==> config.mk <==
export PLATFORM = sky130hd
export DESIGN_NAME = branch_pc_sequencer_flat
export DESIGN_NICKNAME = d
export VERILOG_FILES = /design/src/rtl/branch_pc_sequencer_if.sv /design/src/rtl/branch_pc_sequencer.sv /design/src/flat_wrapper.sv
export SDC_FILE = /design/constraint.sdc
export NUM_CORES = 1
export LEC_CHECK = 0
export CAP_MARGIN = 15
export CELL_PAD_IN_SITES_DETAIL_PLACEMENT = 1
export CELL_PAD_IN_SITES_GLOBAL_PLACEMENT = 1
export CORE_ASPECT_RATIO = 0.75
export CORE_MARGIN = 2
export CORE_UTILIZATION = 34
export CTS_BUF_LIST = sky130_fd_sc_hd__clkbuf_8
export DETAILED_ROUTE_END_ITERATION = 6
export GPL_ROUTABILITY_DRIVEN = 0
export PLACE_DENSITY_LB_ADDON = 0.1
export REMOVE_ABC_BUFFERS = 1
export SYNTH_ARGS = -nofsm -noshare
export SYNTH_HDL_FRONTEND = slang
export SYNTH_SLANG_ARGS = --single-unit
export TNS_END_PERCENT = 100
==> constraint.sdc <==
create_clock -name clk -period 5.1 [get_ports clk]
set_input_delay 1.53 -clock clk [delete_from_list [all_inputs] [get_ports clk]]
set_output_delay 1.53 -clock clk [all_outputs]
set_load 0.05 [all_outputs]
Run 1, routed clock nets over the placement:
Bar = 50 um.
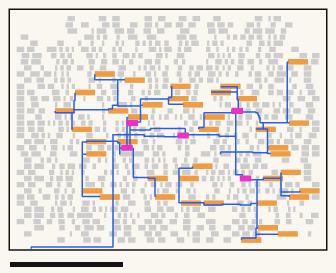
- magenta: clock drivers (count 5)
- blue: clock wires (length 749 um)
- orange: flip-flops (count 40)
- routed clock nets: 6
Clk. pwr: 305 uW
clock latency on the worst-skew pair: 0.31 ns

Run 1, clock wiring as the flow saved it:
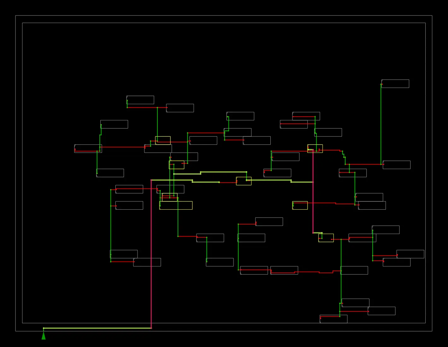
clock skew: 0.0127 ns
# clk buffers: 7
clock sink count: 40
flip-flops: 40

Run 1, cell sizes after repair:
Bar = 50 um.
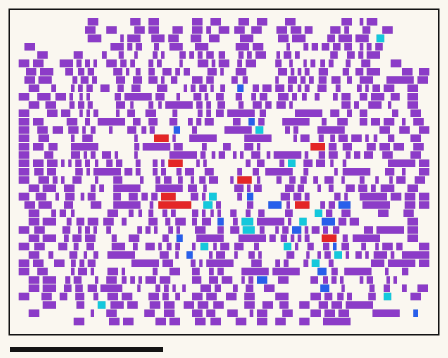
- red: _6 and larger (cells 8; most used clkbuf_8)
- blue: _2 cells (cells 16)
- cyan: _3 and _4 cells (cells 15; most used buf_4)
- purple: _0 and _1 cells (cells 760; most used clkdlybuf4s50_1)
Final WS setup: 0.343 ns
Area Overhead vs Synth: 44.9%
Final Cell Area: 0.00681 mm^2
non-clock buffer instance count of the final layout: 194

==> impl_metrics.toml, run 1 <==
# flow metrics
[status]
status = "finished clean"

[final_timing]
worstMarginPinSlew_ns = 1.01
hold_violations = 0
setup-tns-final_ns = 0
finalMaxSlewViolations = 0
max_slew_margin = 0.327
fmax_mhz = 210
period_needed_ns = 4.76

[logic_synthesis]
synthDistinctLibCells = 71
ys_sh_aoi = 0.307
synth-cells-yosys = 629
syn_inst = 629
synth_seq_share = 0.213
xor_area_frac = 0.0932
post_synth.cell_area_avg_um2 = 7.47
synthArstFlopShare = 1.00
synth_top_cell_by_count = "a21oi_1"
adder_share = 0.0894
yosysWarningCount = 0

[global_route]
top_usage_layer = "met2"
gr-usage-all-layers = 0.275
grtUsageMet3 = 0.0441
grt_pass1_vias = 5741
grt_max_degree = 41
overflow = 0

[power_and_ir_drop]
worst_ir_drop_vdd_mv = 0.466
switching_share = 0.578
pwr_density_cell_mw_per_mm2 = 537
power_combinational_uw = 2630
finalPower_uw = 3660
power.combinational.fraction = 0.719
leakagePower_uw = 0.00273
internal-power_uw = 1540

[drt]
drc = 0
routedWlPerCell_um = 21.1
vias_per_cell = 5.84
vias = 5692
met2_length_mm = 9.27
wl_met1_mm = 9.53
drtPass1Iterations = 5

[floorplan]
tap_cells = 175
ios = 183
die_w_um = 140
dieArea_mm2 = 0.0148

[place]
numPortBuffers = 182
dp_hpwl_mm = 16.5

[final_layout]
dominant_cells = "logic gates"
finalNetCount = 947
clk_share = 0.0185
seq_area_mm2 = 0.00100
layout.cells.non_filler = 974
largest_reg_flops = 32
layout_top_cell = "clkdlybuf4s50_1"
mi_logic_area_mm2 = 0.00349
seq_area_frac = 0.147

[cts]
htree_levels = 2
clk_pin_slew_ns = 0.09
root_buffer = "clkbuf_8"

[job]
warning_count = 26

[worst_setup_path]
cp_slowest_cell = "clkdlybuf4s50_1"
critical-path-max-stage-delay_ns = 0.82
critPathTopFamily = "simple AND/OR/NAND/NOR gates"

[worst_hold_path]
hp-class = "flop to flop"
Run 1, a small window of the routed layout:
Region (90, 11) to (120, 41) um. Cells in gray, sequential cells in the stronger gray; small squares are vias.
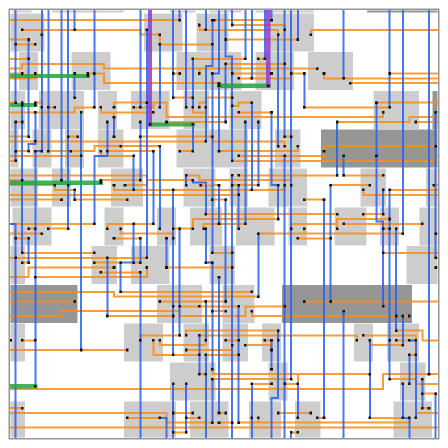

==> run 2: changes to the inputs <==
--- a/config.mk
+++ b/config.mk
@@ -6,11 +6,11 @@
 export NUM_CORES = 1
 export LEC_CHECK = 0
 export CAP_MARGIN = 15
-export CELL_PAD_IN_SITES_DETAIL_PLACEMENT = 1
-export CELL_PAD_IN_SITES_GLOBAL_PLACEMENT = 1
+export CELL_PAD_IN_SITES_DETAIL_PLACEMENT = 2
+export CELL_PAD_IN_SITES_GLOBAL_PLACEMENT = 2
 export CORE_ASPECT_RATIO = 0.75
 export CORE_MARGIN = 2
-export CORE_UTILIZATION = 34
+export CORE_UTILIZATION = 26
 export CTS_BUF_LIST = sky130_fd_sc_hd__clkbuf_8
 export DETAILED_ROUTE_END_ITERATION = 6
 export GPL_ROUTABILITY_DRIVEN = 0
Run 2, a small window of the routed layout:
Region (104, 15) to (134, 45) um. Cells in gray, sequential cells in the stronger gray; small squares are vias.
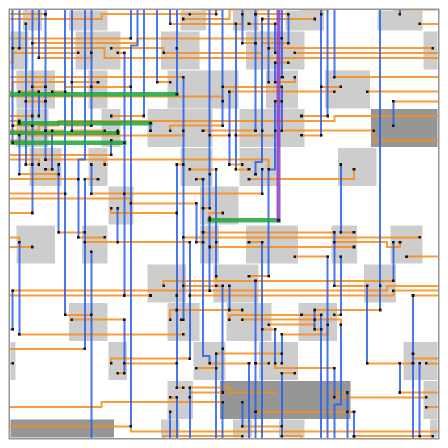
- blue: metal 2
- green: metal 3
- purple: metal 4
- orange: metal 1
- most frequent: buf_4 (6), nor2_1 (4), a21oi_2 (3)
- cells with their middle in the window: 46
- sequential cells in the window: 2

Run 2, sequential cells colored by netlist name:
Bar = 50 um. Other sequential cells in the stronger gray, the rest of the logic in the fainter gray.
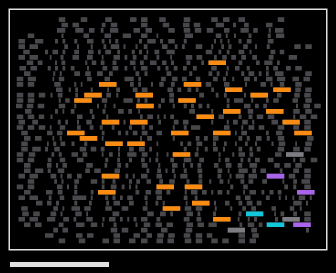
- cyan: u_core.state (placed flops 2)
- purple: u_core.cnt (placed flops 3)
- orange: u_core.bus.pc (placed flops 32)
- not colored: 3
final core occ: 0.391
Flop+latch power: 739 uW
Sequential Area: 0.00100 mm^2
Seq area share: 0.145

==> impl_metrics.toml, run 2 <==
# flow metrics
[final_layout]
finalNetCount = 951
buffers = 198
layout_top_cell = "clkdlybuf4s50_1"
dominant_cells = "logic gates"
clk_share = 0.0136
layout.cells.non_filler = 1045
largest_reg_flops = 32

[cts]
worstSkewPairLatency_ns = 0.32
clock_sinks = 40
htree_levels = 2

[global_route]
grt_max_degree = 41
grt_pass1_vias = 6398
grtUsageMet3 = 0.0436
gr-usage-all-layers = 0.250
top_usage_layer = "met2"
overflow = 0

[logic_synthesis]
adder_share = 0.0894
synthDistinctLibCells = 71
ys_sh_aoi = 0.307
syn_inst = 629
synth_top_cell_by_count = "a21oi_1"
synthArstFlopShare = 1.00
xor_area_frac = 0.0932
post_synth.cell_area_avg_um2 = 7.47

[floorplan]
tap_cells = 242
ios = 183

[job]
warning_count = 26

[drt]
drtPass1Iterations = 4
routedWlPerCell_um = 22.7
wl_met1_mm = 11.5
vias_per_cell = 5.50
met2_length_mm = 10.7
drc = 0

[power_and_ir_drop]
internal-power_uw = 1490
switching_share = 0.594
finalPower_uw = 3660
pwr_density_cell_mw_per_mm2 = 530
leakagePower_uw = 0.00272

[place]
dp_hpwl_mm = 19.3

[worst_setup_path]
critical-path-max-stage-delay_ns = 0.82
critPathTopFamily = "simple AND/OR/NAND/NOR gates"

[final_timing]
hold_violations = 0
period_needed_ns = 4.91
max_slew_margin = 0.310
finalMaxSlewViolations = 0
setup-tns-final_ns = 0

[status]
status = "finished clean"
==> run 3: changes to the inputs <==
--- a/config.mk
+++ b/config.mk
@@ -14,6 +14,7 @@
 export CTS_BUF_LIST = sky130_fd_sc_hd__clkbuf_8
 export DETAILED_ROUTE_END_ITERATION = 6
 export GPL_ROUTABILITY_DRIVEN = 0
+export HOLD_SLACK_MARGIN = 0.1
 export PLACE_DENSITY_LB_ADDON = 0.1
 export REMOVE_ABC_BUFFERS = 1
 export SYNTH_ARGS = -nofsm -noshare
Run 3, clock wiring as the flow saved it:
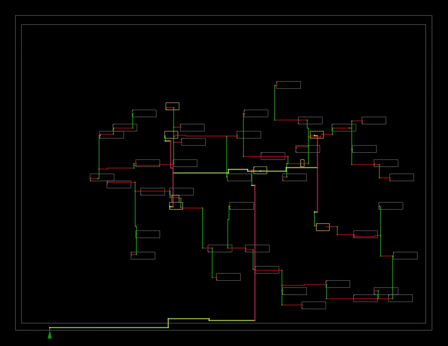
clock latency on the worst-skew pair: 0.32 ns
clock skew: 0.0152 ns
Clk. pwr: 248 uW
number of buffers created by CTS: 5
# clk buffers: 6

Run 3, a small window of the routed layout:
Region (104, 15) to (134, 45) um. Cells in gray, sequential cells in the stronger gray; small squares are vias.
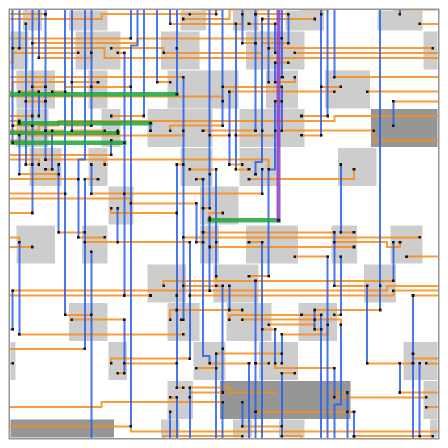
- green: metal 3
- orange: metal 1
- purple: metal 4
- blue: metal 2
- cells with their middle in the window: 46
- sequential cells in the window: 2
- most frequent: buf_4 (6), nor2_1 (4), a21oi_2 (3)

==> impl_metrics.toml, run 3 <==
# flow metrics
[logic_synthesis]
topCellsByArea = "dfrtp_1, ha_1, a21oi_1"
yosysWarningCount = 0
synth_top_cell_by_count = "a21oi_1"
xor_area_frac = 0.0932
ys_ff = 40
syn_inst = 629
adder_share = 0.0894
post_synth.cell_area_avg_um2 = 7.47
synthArstFlopShare = 1.00
synthDistinctLibCells = 71
syn_area_mm2 = 0.00470
simple_gate_share = 0.233
ys_sh_aoi = 0.307

[final_layout]
buffers = 198
largest_reg_flops = 32
dominant_cells = "logic gates"
layout.cells.non_filler = 1045
post-route-util = 0.391
finalNetCount = 951
seq_area_mm2 = 0.00100
clk_share = 0.0136
diodes = 0
seq_area_frac = 0.145
mi_logic_area_mm2 = 0.00349
layout_top_cell = "clkdlybuf4s50_1"
ff_count = 40

[worst_setup_path]
path_class = "flop to output port"
critPathTopFamily = "simple AND/OR/NAND/NOR gates"
critical-path-max-stage-delay_ns = 0.82
cp.required_ns = 3.57
rrSetupSlack_ns = 2.39
path_cells = "nand2_2 -> or3_1 -> nor2_4 -> nand2_1 -> nor3_2 -> xor2_1 -> clkdlybuf4s50_1"

[power_and_ir_drop]
finalPower_uw = 3660
pwr_density_cell_mw_per_mm2 = 530
clkPwrFrac = 0.068
worst_ir_drop_vdd_mv = 0.311
seq_power_uw = 739
power_combinational_uw = 2670
leakagePower_uw = 0.00272
internal-power_uw = 1490
switching_share = 0.594

[cts]
clock_sinks = 40
clk_pin_slew_ns = 0.10
htree_levels = 2

[global_route]
grt_pass1_wl_mm = 37.4
grt_max_degree = 41
gr-usage-all-layers = 0.250
grt_pass1_vias = 6398
grtUsageMet3 = 0.0436
top_usage_layer = "met2"
overflow = 0

[place]
numPortBuffers = 182
dp_hpwl_mm = 19.3

[drt]
drtPass1Iterations = 4
drc = 0
vias_per_cell = 5.50
met2_length_mm = 10.7
drt_iter0_drc = 300
wl_met1_mm = 11.5
routedWlPerCell_um = 22.7

[floorplan]
tap_cells = 242
die_w_um = 159
ios = 183

[worst_hold_path]
whs_path_depth = 1

[final_timing]
period_used_share = 0.962
setup-tns-final_ns = 0
hold_violations = 0
worstMarginPinSlew_ns = 1.03
finalMaxSlewViolations = 0
max_slew_margin = 0.310
period_needed_ns = 4.91

[job]
warning_count = 26
max-cap-violations = 0

[status]
status = "finished clean"
Power and IR drop assume default switching activity.
